==> run_1/cell_classes.png <==
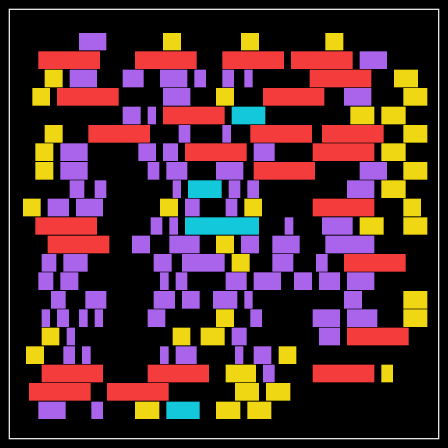
==> run_1/density.png <==
Scale bar: 20 um. The die is cut into 6 by 6 equal tiles; black is low, pale yellow is high, 0 to 100% covered.
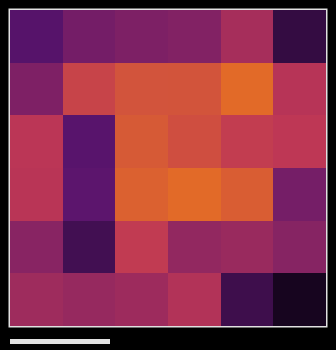
==> run_1/port_nets.png <==
Scale bar: 20 um.
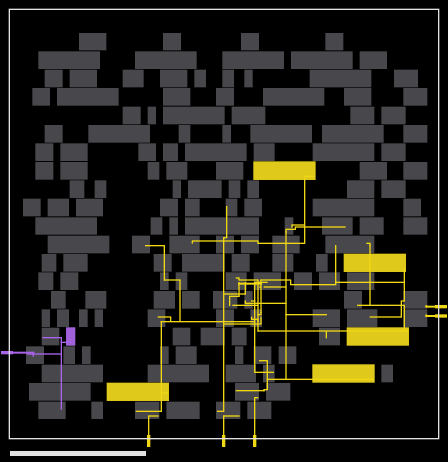
==> run_1/pdn.png <==
Scale bar: 20 um. Pins as bars on the die edge.
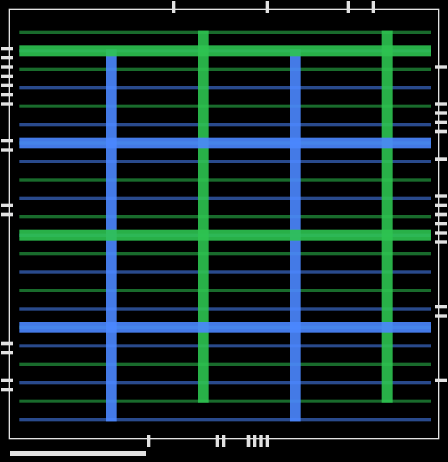
[src/rtl/fifo_bram_ctrl.sv]
// fifo_bram_ctrl: sequences a single-port RAM into a synchronous FIFO with round-robin push/pop arbitration
module fifo_bram_ctrl #(
    parameter int DATA_WIDTH    = 4,
    parameter int ADDRESS_WIDTH = 4,
    parameter int DEPTH         = 11
) (
    input  logic                     clk,
    input  logic                     rst_n,
    input  logic                     wr_req,
    input  logic [DATA_WIDTH-1:0]    wr_data,
    output logic                     wr_ack,
    input  logic                     rd_req,
    output logic                     rd_ack,
    output logic [DATA_WIDTH-1:0]    rd_data,
    output logic                     rd_valid,
    output logic                     full,
    output logic                     empty,
    output logic [ADDRESS_WIDTH:0]   count,
    output logic                     ram_cs,
    output logic                     ram_we,
    output logic                     ram_oe,
    output logic [ADDRESS_WIDTH-1:0] ram_addr_wr,
    output logic [ADDRESS_WIDTH-1:0] ram_addr_rd,
    output logic [DATA_WIDTH-1:0]    ram_din,
    input  logic [DATA_WIDTH-1:0]    ram_dout
);
    localparam logic [ADDRESS_WIDTH-1:0] LAST     = ADDRESS_WIDTH'(DEPTH - 1);
    localparam logic [ADDRESS_WIDTH:0]   FULL_CNT = (ADDRESS_WIDTH + 1)'(DEPTH);

    logic [ADDRESS_WIDTH-1:0] wr_ptr, rd_ptr, rd_addr_hold;
    logic prio, rd_pend, push_ok, pop_ok;

    always_comb begin
        full        = count == FULL_CNT;
        empty       = count == '0;
        push_ok     = wr_req & ~full;
        pop_ok      = rd_req & ~empty;
        wr_ack      = push_ok & (~pop_ok | ~prio);
        rd_ack      = pop_ok & (~push_ok | prio);
        ram_cs      = wr_ack | rd_ack;
        ram_we      = wr_ack;
        ram_oe      = rd_ack;
        // the RAM reads through the write-address bus, so a read drives rd_ptr on both
        ram_addr_wr = rd_ack ? rd_ptr : wr_ptr;
        ram_addr_rd = rd_ack ? rd_ptr : rd_addr_hold;
        ram_din     = wr_data;
    end

    always_ff @(posedge clk or negedge rst_n) begin
        if (!rst_n) begin
            wr_ptr       <= '0;
            rd_ptr       <= '0;
            rd_addr_hold <= '0;
            count        <= '0;
            prio         <= 1'b0;
            rd_pend      <= 1'b0;
            rd_valid     <= 1'b0;
            rd_data      <= '0;
        end else begin
            if (wr_ack) begin
                wr_ptr <= (wr_ptr == LAST) ? '0 : wr_ptr + ADDRESS_WIDTH'(1);
                count  <= count + (ADDRESS_WIDTH + 1)'(1);
            end
            if (rd_ack) begin
                rd_addr_hold <= rd_ptr;
                rd_ptr       <= (rd_ptr == LAST) ? '0 : rd_ptr + ADDRESS_WIDTH'(1);
                count        <= count - (ADDRESS_WIDTH + 1)'(1);
            end
            if (push_ok & pop_ok)
                prio <= ~prio;
            rd_pend  <= rd_ack;
            rd_valid <= rd_pend;
            if (rd_pend)
                rd_data <= ram_dout;
        end
    end
endmodule

[config.mk]
export PLATFORM = sky130hd
export DESIGN_NAME = fifo_bram_ctrl
export DESIGN_NICKNAME = d
export VERILOG_FILES = /design/src/rtl/fifo_bram_ctrl.sv
export SDC_FILE = /design/constraint.sdc
export NUM_CORES = 1
export LEC_CHECK = 0
export ABC_AREA = 0
export CAP_MARGIN = 5
export CELL_PAD_IN_SITES_DETAIL_PLACEMENT = 1
export CELL_PAD_IN_SITES_GLOBAL_PLACEMENT = 1
export CORE_UTILIZATION = 35
export DETAILED_ROUTE_END_ITERATION = 8
export MAX_ROUTING_LAYER = met4
export PLACE_DENSITY_LB_ADDON = 0.1
export SLEW_MARGIN = 20
export SYNTH_ARGS = -nofsm -noshare
export SYNTH_HDL_FRONTEND = slang
export SYNTH_SLANG_ARGS = --single-unit
[constraint.sdc]
create_clock -name clk -period 4.5 [get_ports clk]
set_clock_uncertainty 0.2 [all_clocks]
set_input_delay 1.35 -clock clk [delete_from_list [all_inputs] [get_ports clk]]
set_output_delay 1.35 -clock clk [all_outputs]
set_load 0.03 [all_outputs]
==> results_dict.tcl, run 1 <==
# yosys + openroad results
set metrics [dict create \
    crit_buf_inv 2 \
    holdPathStages 0 \
    postPlaceCellArea_um2 1650 \
    wl_met2_um 1470 \
    hpwl_um 2170 \
    antenna_found_initial 0 \
    drv_cap 0 \
    period_used_pct 98.0 \
    cpPeakStageDelay_ns 0.48 \
    met2_usage_pct 28.9 \
    switching_share_pct 44.1 \
    hp-class "register to register" \
    ys_ff 24 \
    slew_viol_final 0 \
    cts_hold_buf 0 \
    placed_cells 194 \
    worst_r2r_endpoint "count[4]" \
    hp-start "rd_pend" \
    p_seq_share_pct 31.3 \
    synth.net_count 134 \
    syn-cell-area_um2 1310 \
    tns_ns 0 \
    timing.hold.ws_ns 0.302 \
    met1_usage_pct 21.9 \
    cp-startpoint "wr_req" \
    synth.logic.top_family "simple AND/OR/NAND/NOR gates" \
    grt-ovfl-total 0 \
    ys_chip_area_um2 1310 \
    criticalPathCategory "primary input to output pin" \
    status "finished clean" \
]
About cell_classes.png:
red -> flip-flops  # cells 24, share of their area 36%
cyan -> clock drivers and dummy loads  # cells 4, share of their area 4.3%
purple -> all other logic  # cells 84, share of their area 39%
yellow -> other buffers and delay cells  # cells 40, share of their area 21%

About density.png:
emptiest ninth of the die = bottom right
mean over tiles = 42%
densest ninth of the die = middle
fp_density: 37.7%
post-layout util: 49.7%
core area: 3470 um2

About port_nets.png:
purple -> wr_ack  # bits 1, direction output, end cells 1, buffers 1, wire 23.2 um
yellow -> count  # bits 5, direction output, end cells 5, buffers 5, wire 347 um
IO Count: 41
# port buffers: 32

About pdn.png:
blue -> VSS
green -> VDD
signal pins = 41
met4 straps = 4
met5 straps = 4

[run 1: cell usage in the layout (no fill, tap or decap), drive strengths merged, types with 3 or more instances in the layout]
master	synthesis	final
or4	4	4
a21o	3	3
clkdlybuf4s50	0	18
ha	3	3
a21oi	4	4
xor2	5	5
clkbuf	2	3
dfrtp	24	24
o21ai	4	4
nor2	7	7
mux2	15	15
inv	3	3
buf	8	21
nand2	6	6
nor3	6	6
nor2b	3	3
[run 1: power groups by stage]
stage / clock (mW) / combinational [mW] / sequential, mW
2_1_floorplan: 0 / 0.505 / 0.483
3_3_place_gp: 0 / 0.778 / 0.452
3_5_place_dp: 0 / 0.799 / 0.458
4_1_cts: 0.200 / 0.810 / 0.454
5_1_grt: 0.210 / 0.865 / 0.474
6_report: 0.195 / 0.797 / 0.453
[run 1: what timing repair did]
action / in CTS / in global routing
resized: 2 / 1
endpoints found under the hold margin: 0 / 0
gates cloned: 0 / 0
setup endpoints to repair: 10 / 1
[run 1: flip-flops by register name, summed over array words and instances, names as in the netlist]
register and flops:
rd_ptr 4, prio 1, wr_ptr 4, rd_data 4, rd_pend 1, rd_addr_hold 4, rd_valid 1, count 5
[run 1: stage by stage]
step	power [mW]	setup WS (ns)
6_report	1.45	0.0883
5_1_grt	1.55	0.0186
4_1_cts	1.46	0.0236
3_5_place_dp	1.26	-0.195
3_3_place_gp	1.23	-0.153
2_1_floorplan	0.988	0.128
[run 1: layout make-up]
| cell class | instances | area [um2] |
|---|---|---|
| multi-input cells | 81 | 634 |
| well taps | 46 | 57.6 |
| clock buffers | 3 | 41.3 |
| flip-flops and latches | 24 | 601 |
| clock inverters | 1 | 30.0 |
| inverters | 3 | 11.3 |
| repair buffers | 40 | 348 |
| fillers | 394 | 1750 |
==> run 2, diff against run 1 <==
--- a/config.mk
+++ b/config.mk
@@ -5,7 +5,6 @@
 export SDC_FILE = /design/constraint.sdc
 export NUM_CORES = 1
 export LEC_CHECK = 0
-export ABC_AREA = 0
 export CAP_MARGIN = 5
 export CELL_PAD_IN_SITES_DETAIL_PLACEMENT = 1
 export CELL_PAD_IN_SITES_GLOBAL_PLACEMENT = 1
==> run_2/port_nets.png <==
Scale bar: 20 um.
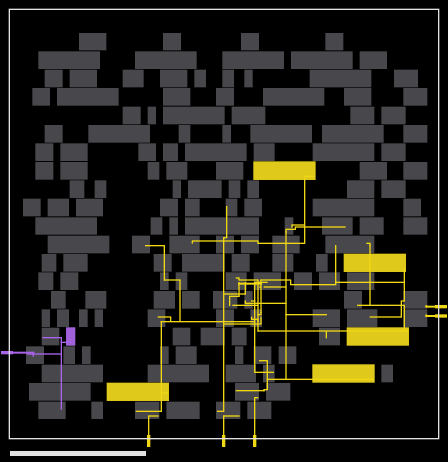
purple -> wr_ack  # bits 1, direction output, end cells 1, buffers 1, wire 23.2 um
yellow -> count  # bits 5, direction output, end cells 5, buffers 5, wire 347 um

==> run_2/cell_classes.png <==
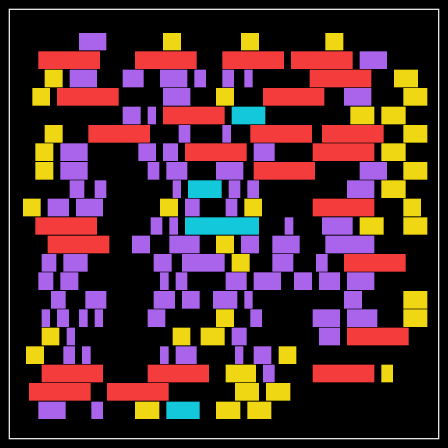
yellow -> other buffers and delay cells  # cells 40, share of their area 21%
cyan -> clock drivers and dummy loads  # cells 4, share of their area 4.3%
red -> flip-flops  # cells 24, share of their area 36%
purple -> all other logic  # cells 84, share of their area 39%
flop share of the area: 34.9%
final instance area: 1720 um2
std cell rows: 21

==> run_2/final_congestion.png <==
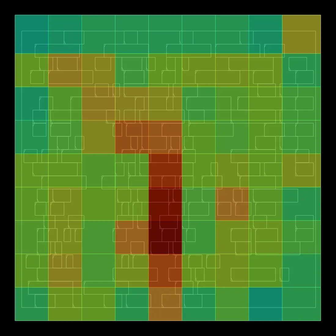
busiest grt layer: met2
met3 Use GR: 2.90%
GR Layer Usage met1: 21.9%
GR Util met2: 28.9%

==> run 2 against run 1 <==
Compared with the run above: non-clock buffer count unchanged; first-iteration DRC count did not move; synthesized cell count did not move; critical path depth is the same; via count unchanged; die size is the same.
==> results_dict.tcl, run 2 <==
# yosys + openroad results
set metrics [dict create \
    hp-class "register to register" \
    tns_ns 0 \
    lay_top_cells "24 x dfrtp_1, 20 x buf_4, 18 x clkdlybuf4s50_1" \
    core_area_um2 3470 \
    ys_chip_area_um2 1310 \
    dp_slack_ns -0.195 \
    synth.logic.top_family "simple AND/OR/NAND/NOR gates" \
    fp_util_pct 37.7 \
    grt-ovfl-total 0 \
    synth.net_count 134 \
    pin_count 41 \
    holdPathStages 0 \
    criticalPathCategory "primary input to output pin" \
    syn-cell-area_um2 1310 \
    nFillCells 394 \
    ctsResizeCount 2 \
    regArea_um2 601 \
    drv_cap 0 \
    lay_top_count "dfrtp_1" \
    period_used_pct 98.0 \
    final_util_pct 49.7 \
    timing.hold.ws_ns 0.302 \
    portBuffers 32 \
    status "finished clean" \
    cts_hold_buf 0 \
    combGateArea_um2 634 \
    slew_viol_final 0 \
    ys_ff 24 \
]
run 2: cell counts after synthesis:
Identical to the previous run, type by type.
run 2: cell type report:
class,count,share of cell area [%]
Multi-Input combinational cell,81,36.8
Inverter,3,0.654
Sequential cell,24,34.9
Clock inverter,1,1.74
Clock buffer,3,2.40
Tap cell,46,3.34
Timing Repair Buffer,40,20.2
run 2: where the power goes:
| group | internal (mW) | switching, mW |
|---|---|---|
| combinational | 0.371 | 0.427 |
| clock | 0.119 | 0.0760 |
| sequential | 0.318 | 0.135 |
run 2: metal layers:
| metal | vias up | part of all wire, % |
|---|---|---|
| met1 | 509 | 45 |
| met4 | 0 | 1.3 |
| li1 | 489 | - |
| met2 | 33 | 48 |
| met5 | - | 0 |
| met3 | 6 | 5.6 |
run 2: worst paths after layout:
check                            endpoint  slack [ns]  startpoint
max reg2reg                      count[4]        1.21    count[4]
min                              rd_valid        0.30     rd_pend
max in group asynchronous         rd_pend        2.90       rst_n
min in group asynchronous       wr_ptr[2]        0.84       rst_n
min reg2reg                      rd_valid        0.30     rd_pend
max                        ram_addr_rd[2]        0.09      wr_req
run 2: cell families (layout without fill, tap and decap cells):
kind of cell	Yosys count	after routing
AND-OR/OR-AND	21	21
XOR/XNOR	6	6
adder cells (fa/ha/maj)	4	4
buffers and inverters	13	47
flip-flops	24	24
multiplexers	15	15
AND/OR/NAND/NOR	35	35
run 2: critical path, cell delays in order:
cell	delay, ns
clkdlybuf4s50_1	0.48
nand2b_1	0.08
a41oi_1	0.34
nor2_4	0.13
mux2_2	0.31
buf_4	0.17
==> run_2/density.png <==
Scale bar: 20 um. The die is cut into 6 by 6 equal tiles; black is low, pale yellow is high, 0 to 100% covered.
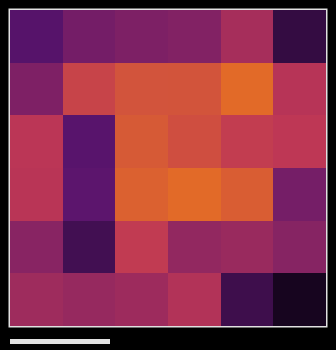

==> run 3, diff against run 2 <==
--- a/config.mk
+++ b/config.mk
@@ -8,10 +8,13 @@
 export CAP_MARGIN = 5
 export CELL_PAD_IN_SITES_DETAIL_PLACEMENT = 1
 export CELL_PAD_IN_SITES_GLOBAL_PLACEMENT = 1
+export CORE_MARGIN = 2
 export CORE_UTILIZATION = 35
 export DETAILED_ROUTE_END_ITERATION = 8
+export GPL_TIMING_DRIVEN = 1
 export MAX_ROUTING_LAYER = met4
 export PLACE_DENSITY_LB_ADDON = 0.1
+export SETUP_SLACK_MARGIN = 0.1
 export SLEW_MARGIN = 20
 export SYNTH_ARGS = -nofsm -noshare
 export SYNTH_HDL_FRONTEND = slang
==> run_3/density.png <==
Scale bar: 20 um. The die is cut into 7 by 7 equal tiles; black is low, pale yellow is high, 0 to 100% covered.
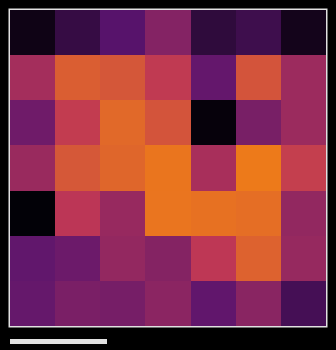
nearly empty tiles = 4.1%
densest ninth of the die = middle
fullest tile = 70%
mean over tiles = 40%
fp_density: 36.0%
post-layout util: 48.5%
core area: 3630 um2

==> run_3/final_congestion.png <==
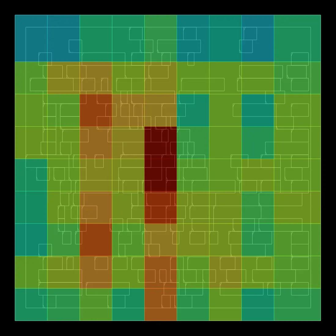
GRT Overall Usage: 16.6%
GR Util met2: 27.2%

==> run 3 against run 2 <==
Compared with the run above: hold slack got worse by 0.0081 ns; synthesized cell count unchanged; sequential share of layout area decreased by 0.77 points; via count unchanged; register-to-register slack got worse by 0.30 ns; sequential power increased by 2%; total power decreased by 1.1%; highest routed layer unchanged.
==> results_dict.tcl, run 3 <==
# yosys + openroad results
set metrics [dict create \
    setup_ws_ns 0.115 \
    top_register "count" \
    hpwl_um 2200 \
    ys_ff 24 \
    slew_viol_final 0 \
    hp-class "register to register" \
    pin_count 41 \
    drv_cap 0 \
    worst_r2r_endpoint "count[4]" \
    cp-startpoint "rd_req" \
    lay_top_cells "24 x dfrtp_1, 22 x buf_4, 18 x clkdlybuf4s50_1" \
    nFillCells 381 \
    syn-cell-area_um2 1310 \
    switching_share_pct 45.6 \
    rrSetupSlack_ns 0.91 \
    holdPathStages 0 \
    p_sw_mw 0.652 \
    tns_ns 0 \
    dp_slack_ns -0.234 \
    hp-start "rd_pend" \
    area_growth_pct 34.6 \
    status "finished clean" \
    vias 1037 \
    placed_cells 196 \
    postPlaceCellArea_um2 1650 \
    p_int_mw 0.778 \
    lay_top_count "dfrtp_1" \
    die_h_um 65.2 \
    hold-path-endpoint "rd_valid" \
    p_seq_share_pct 32.2 \
    crit_end "ram_addr_rd[0]" \
    antenna_found_initial 0 \
    portBuffers 32 \
    r2r-start "count[1]" \
    period_used_pct 97.4 \
    synthTopCellsByArea "dfrtp_1 46%, mux2_2 13%, buf_4 3.4%" \
    final_nets 172 \
    synth.net_count 134 \
    timing.hold.ws_ns 0.294 \
    grt-ovfl-total 0 \
    design_area_um2 1760 \
    criticalPathCategory "primary input to output pin" \
    ys_chip_area_um2 1310 \
]
==> run_3/pdn.png <==
Scale bar: 20 um. Pins as bars on the die edge.
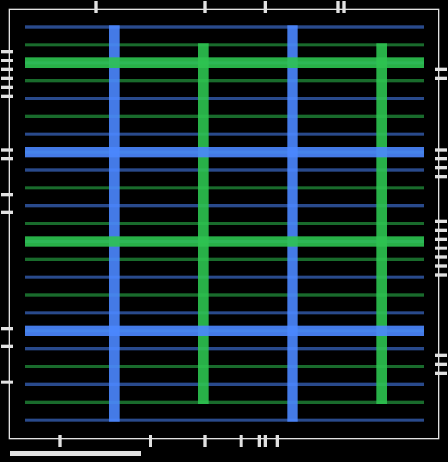
green -> VDD
blue -> VSS
signal pins = 41
met5 straps = 4
rows = 22

[run 3: per-layer routing]
metal	global-route usage, %	share of wire [%]	wire [um]	vias up
met1	20.9	47	1520	505
met3	2.91	3.5	113	6
met4	5.99	1.4	45	0
li1	-	-	-	501
met2	27.2	48	1550	25
met5	-	0	0	-
[run 3: cells by family (layout without fill, tap and decap cells)]
group / Yosys count / in the layout / synth area share (%)
AND-OR/OR-AND: 21 / 21 / 12.0
XOR/XNOR: 6 / 6 / 4.02
adder cells (fa/ha/maj): 4 / 4 / 4.40
buffers and inverters: 13 / 49 / 6.21
flip-flops: 24 / 24 / 45.9
multiplexers: 15 / 15 / 12.9
AND/OR/NAND/NOR: 35 / 36 / 14.5
[run 3: area by class of cell]
type	instances	area, um2	area share [%]
tap	48	60.1	3.41
clock buffer	4	55.1	3.12
sequential	24	601	34.1
timing repair buffer	42	367	20.8
inverter	3	11.3	0.639
multi-input combinational	82	668	37.9
[run 3: worst max-delay path, stage by stage]
cell             delay [ns]
clkdlybuf4s50_1        0.48
o21ai_1                0.20
nor2_4                 0.26
mux2_2                 0.37
buf_4                  0.17
[run 3: timing repair]
item	4_1_cts	5_1_grt
endpoints found under the setup margin	11	8
buffers inserted	0	2
gates resized	4	5
hold buffers	0	0
pin swaps	0	1
gates cloned	0	1
endpoints found under the hold margin	0	0
[run 3: power by group through the flow]
stage          Sequential, mW  Combinational [mW]  Clock [mW]
2_1_floorplan           0.483               0.505           0
5_1_grt                 0.485               0.889       0.165
3_5_place_dp            0.455               0.796           0
6_report                0.461               0.821       0.148
4_1_cts                 0.455               0.803       0.153
3_3_place_gp            0.454               0.777           0
Power and IR drop assume default switching activity.
